File: config.mk
export PLATFORM = sky130hd
export DESIGN_NAME = uart_tx_buffered
export DESIGN_NICKNAME = d
export VERILOG_FILES = /design/src/rtl/rsa_uart_pkg.sv /design/src/rtl/byte_fifo.sv /design/src/rtl/uart_tx_buffered.sv
export SDC_FILE = /design/constraint.sdc
export NUM_CORES = 1
export LEC_CHECK = 0
export CORE_MARGIN = 5
export CORE_UTILIZATION = 40
export DETAILED_ROUTE_END_ITERATION = 10
export GPL_TIMING_DRIVEN = 0
export PLACE_DENSITY = 0.63
export SYNTH_ARGS = -nofsm -noshare
export SYNTH_HDL_FRONTEND = slang
export SYNTH_SLANG_ARGS = --single-unit
File: constraint.sdc
create_clock -name clk -period 2.8 [get_ports clk]
set_clock_uncertainty 0.05 [all_clocks]
set_input_delay 0.56 -clock clk [delete_from_list [all_inputs] [get_ports clk]]
set_output_delay 0.56 -clock clk [all_outputs]
set_load 0.01 [all_outputs]
File: src/rtl/rsa_uart_pkg.sv
// Shared types and constants for the RSA ciphertext UART transmitter.
package rsa_uart_pkg;

  typedef enum logic [1:0] {
    ST_IDLE  = 2'd0,
    ST_START = 2'd1,
    ST_DATA  = 2'd2,
    ST_STOP  = 2'd3
  } tx_state_e;

  localparam int CLK_HZ_DEF = 50_000_000;
  localparam int BAUD_DEF   = 115_200;
  localparam int FRAME_BITS = 10;

endpackage

File: src/rtl/byte_fifo.sv
// Show-ahead byte FIFO; rdata is the head whenever empty is low.
// Pointers carry an extra MSB so full and empty are distinguishable without a counter.
module byte_fifo #(
  parameter int DEPTH = 16
) (
  input  logic                     clk,
  input  logic                     reset,
  input  logic                     wr,
  input  logic [7:0]               wdata,
  input  logic                     rd,
  output logic [7:0]               rdata,
  output logic                     full,
  output logic                     empty,
  output logic [$clog2(DEPTH):0]   usedw
);

  localparam int AW = $clog2(DEPTH);

  logic [7:0]  mem [DEPTH];
  logic [AW:0] wr_ptr;
  logic [AW:0] rd_ptr;
  logic        do_wr;
  logic        do_rd;

  assign usedw = wr_ptr - rd_ptr;
  assign full  = (usedw == (AW+1)'(DEPTH));
  assign empty = (wr_ptr == rd_ptr);
  assign do_wr = wr && !full;
  assign do_rd = rd && !empty;
  assign rdata = mem[rd_ptr[AW-1:0]];

  always_ff @(posedge clk) begin
    if (!reset) begin
      wr_ptr <= '0;
      rd_ptr <= '0;
    end else begin
      if (do_wr) wr_ptr <= wr_ptr + (AW+1)'(1);
      if (do_rd) rd_ptr <= rd_ptr + (AW+1)'(1);
    end
  end

  always_ff @(posedge clk) begin
    if (do_wr) mem[wr_ptr[AW-1:0]] <= wdata;
  end

endmodule

File: src/rtl/uart_tx_buffered.sv
// Buffered 8N1 UART transmitter: queues bytes in a FIFO and shifts them out LSB first.
// A frame is popped from IDLE or on the last STOP cycle, so back-to-back frames have no gap.
module uart_tx_buffered
  import rsa_uart_pkg::*;
#(
  parameter int CLK_HZ = CLK_HZ_DEF,
  parameter int BAUD   = BAUD_DEF,
  parameter int DEPTH  = 16
) (
  input  logic                   clk,
  input  logic                   reset,
  input  logic [7:0]             data_in,
  input  logic                   wr_req,
  output logic                   full,
  output logic [$clog2(DEPTH):0] usedw,
  output logic                   overflow,
  output logic                   busy,
  output logic                   tx
);

  localparam int CPB = CLK_HZ / BAUD;
  localparam int CW  = $clog2(CPB);

  tx_state_e   state;
  logic [CW-1:0] baud_cnt;
  logic [2:0]  bit_idx;
  logic [7:0]  shift;
  logic [7:0]  fifo_q;
  logic        fifo_empty;
  logic        baud_last;
  logic        pop;

  assign baud_last = (baud_cnt == CW'(CPB - 1));
  assign pop = !fifo_empty && ((state == ST_IDLE) || (state == ST_STOP && baud_last));

  byte_fifo #(.DEPTH(DEPTH)) u_fifo (
    .clk   (clk),
    .reset (reset),
    .wr    (wr_req),
    .wdata (data_in),
    .rd    (pop),
    .rdata (fifo_q),
    .full  (full),
    .empty (fifo_empty),
    .usedw (usedw)
  );

  always_ff @(posedge clk) begin
    if (!reset) begin
      state    <= ST_IDLE;
      baud_cnt <= '0;
      bit_idx  <= '0;
      shift    <= '0;
      tx       <= 1'b1;
      busy     <= 1'b0;
      overflow <= 1'b0;
    end else begin
      // full is sampled before this cycle's pop, so a pop never rescues a write
      if (wr_req && full) overflow <= 1'b1;

      case (state)
        ST_IDLE: begin
          baud_cnt <= '0;
          if (pop) begin
            shift <= fifo_q;
            tx    <= 1'b0;
            busy  <= 1'b1;
            state <= ST_START;
          end
        end
        ST_START: begin
          if (baud_last) begin
            baud_cnt <= '0;
            tx       <= shift[0];
            shift    <= {1'b0, shift[7:1]};
            bit_idx  <= '0;
            state    <= ST_DATA;
          end else begin
            baud_cnt <= baud_cnt + CW'(1);
          end
        end
        ST_DATA: begin
          if (baud_last) begin
            baud_cnt <= '0;
            if (bit_idx == 3'd7) begin
              tx    <= 1'b1;
              state <= ST_STOP;
            end else begin
              tx      <= shift[0];
              shift   <= {1'b0, shift[7:1]};
              bit_idx <= bit_idx + 3'd1;
            end
          end else begin
            baud_cnt <= baud_cnt + CW'(1);
          end
        end
        ST_STOP: begin
          if (baud_last) begin
            baud_cnt <= '0;
            if (pop) begin
              shift <= fifo_q;
              tx    <= 1'b0;
              state <= ST_START;
            end else begin
              busy  <= 1'b0;
              state <= ST_IDLE;
            end
          end else begin
            baud_cnt <= baud_cnt + CW'(1);
          end
        end
        default: state <= ST_IDLE;
      endcase
    end
  end

endmodule

==> ci_impl_report.md <==
### Yosys + OpenROAD results

| Metric | Value |
|---|---|
| Status | `finished, violations left` |
| Violations in the final reports | `negative setup slack` |
| Number of buffers created by CTS | `17` |
| Period utilisation layout | `102%` |
| Vias in the first global route | `3887` |
| Unrepaired setup endpoints after global routing | `yes` |
| Arrival time of the worst setup path | `2.23 ns` |
| Total area of multi-input combinational cells | `0.00238 mm2` |
| Area share of xor/xnor cells in the synthesized design | `2.44%` |
| Mean post-synth cell area | `15.9 um2` |
| Cell chosen for the clock root | `sky130_fd_sc_hd__clkbuf_16` |
| Mux frac, synth | `12.1%` |
| Most used cells in the layout excluding fill and tap cells | `128 x sky130_fd_sc_hd__edfxtp_1, 34 x sky130_fd_sc_hd__dfxtp_1, 30 x sky130_fd_sc_hd__nor2_1, 25 x sky130_fd_sc_hd__mux4_2, 19 x sky130_fd_sc_hd__nand2_1` |
| Total negative slack | `-0.0515 ns` |
| Area of all placed cells without fillers | `0.00829 mm2` |
| Count of boundary I/O pins | `20` |
| DP Worst Slack | `-0.624 ns` |
| Number of resized instances in the post-cts repair step | `36` |
| Sequential cell fraction of total power | `40.0%` |
| Worst setup slack after layout | `-0.0447 ns` |
| Crit. Startpoint | `u_fifo.wr_ptr[0]` |
| Layout overhead on the synthesized area | `17.2%` |
| Number of clock-tree buffers in the layout | `19` |
| Worst Hold Endpoint | `shift[0]` |
| WP depth | `7` |
| Combinational family with the most area after synthesis | `multiplexers` |
| Min Hold Slack | `0.414 ns` |
| Total number of multi-input combinational cells | `244` |
| Most used flip-flop cell | `sky130_fd_sc_hd__edfxtp_1` |
| Num rows | `48` |
| Post-synthesis compound-gate area fraction | `5.52%` |
| Number of vias per cell | `5.27` |
| Fraction of final layout cells sized beyond drive strength 1 | `25.2%` |
| Hold depth | `2` |
| Distinct cell type count of the synthesized netlist | `52` |
| Total routed wire length on the met1 layer | `6320 um` |
| Count of flip-flops with a built-in enable after synthesis | `128` |
| H-Tree Depth | `4` |
| Max reg flops | `128` |
| Clk ins delay skew pair | `0.42 ns` |
| Placeable core region | `0.0173 mm2` |
| Final layout net count | `520` |
| Hold Buf Count CTS | `0` |
| RR Startpoint | `u_fifo.wr_ptr[0]` |
| Placed cell count | `687` |
| Clock network share of area | `6.82%` |
| Yosys cell count | `444` |
| Met1 usage | `19.1%` |
| Commonest Layout Cell | `sky130_fd_sc_hd__edfxtp_1` |
| DIE AREA | `0.0204 mm2` |
| Worst r2r dst | `u_fifo.mem[5][3]` |
| Switching power share of the total | `30.9%` |
| Remaining global-route overflow | `0` |
| Min cycle time layout | `2.84 ns` |
| Cell taking the most area after synthesis | `sky130_fd_sc_hd__edfxtp_1` |
| Type of element capturing the critical path | `primary output` |
| Area-dominant class | `flip-flops and latches` |
| Number of setup violations in the final report | `2` |
| Number of synthesis warnings | `0` |
| Number of sequential storage elements | `167` |
| Fraction of area in multi-input gates | `28.7%` |
| Wire length on met3 | `404 um` |
| Most crowded layer after global routing | `met2` |
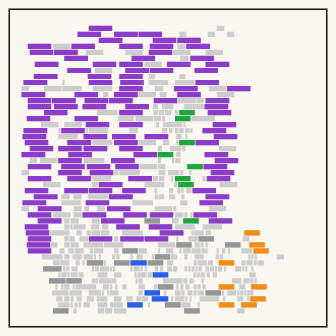
(register map, names as in the netlist)
Other sequential cells in the stronger grey, the rest of the logic in the fainter grey.
| signal | colour | placed flops |
|---|---|---|
| `shift` | green | 8 |
| `baud_cnt` | orange | 9 |
| `u_fifo.mem` | purple | 128 |
| `u_fifo.rd_ptr` | blue | 5 |
Seq area share: 55.9%
Final Util: 47.9%
Seq. pwr: 2970 uW
register area: 0.00463 mm2

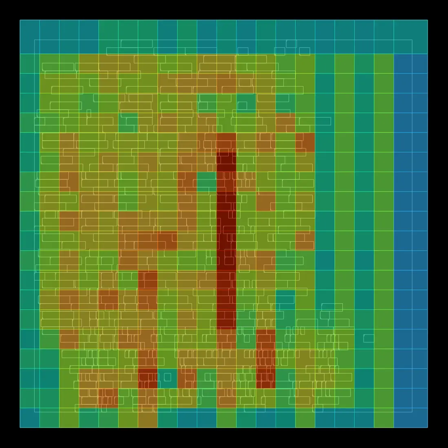
(routing congestion)
combined global-route utilization of all metal layers: 14.6%
mean routed wirelength per cell: 19.5 um

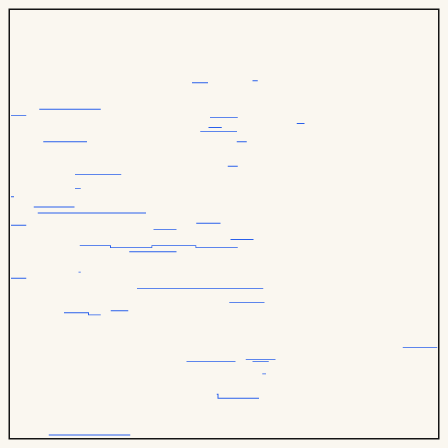
(the metal 3 layer)
longest straight run: 41.9 um
wire length on this layer: 405 um
routed wire length: 14200 um
detailed-route via count: 3834
GRT met3 Usage: 2.61%

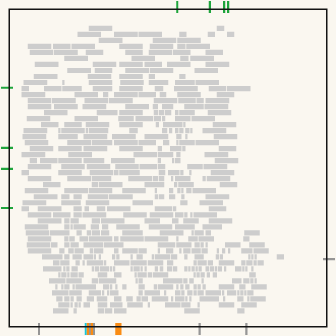
(pin placement)
Pins as bars across the die edge, other pins in grey.
| port | colour | pins | direction | edge |
|---|---|---|---|---|
| `overflow` | cyan | 1 | output | bottom |
| `data_in` | green | 8 | input | 4 left, 4 top |
| `usedw` | orange | 5 | output | bottom |
all pins by edge: 11 bottom, 4 left, 4 top, 1 right
I/O Buffers: 18
die width: 143 um

No activity file was given, so power comes from the tool's default toggle rates.
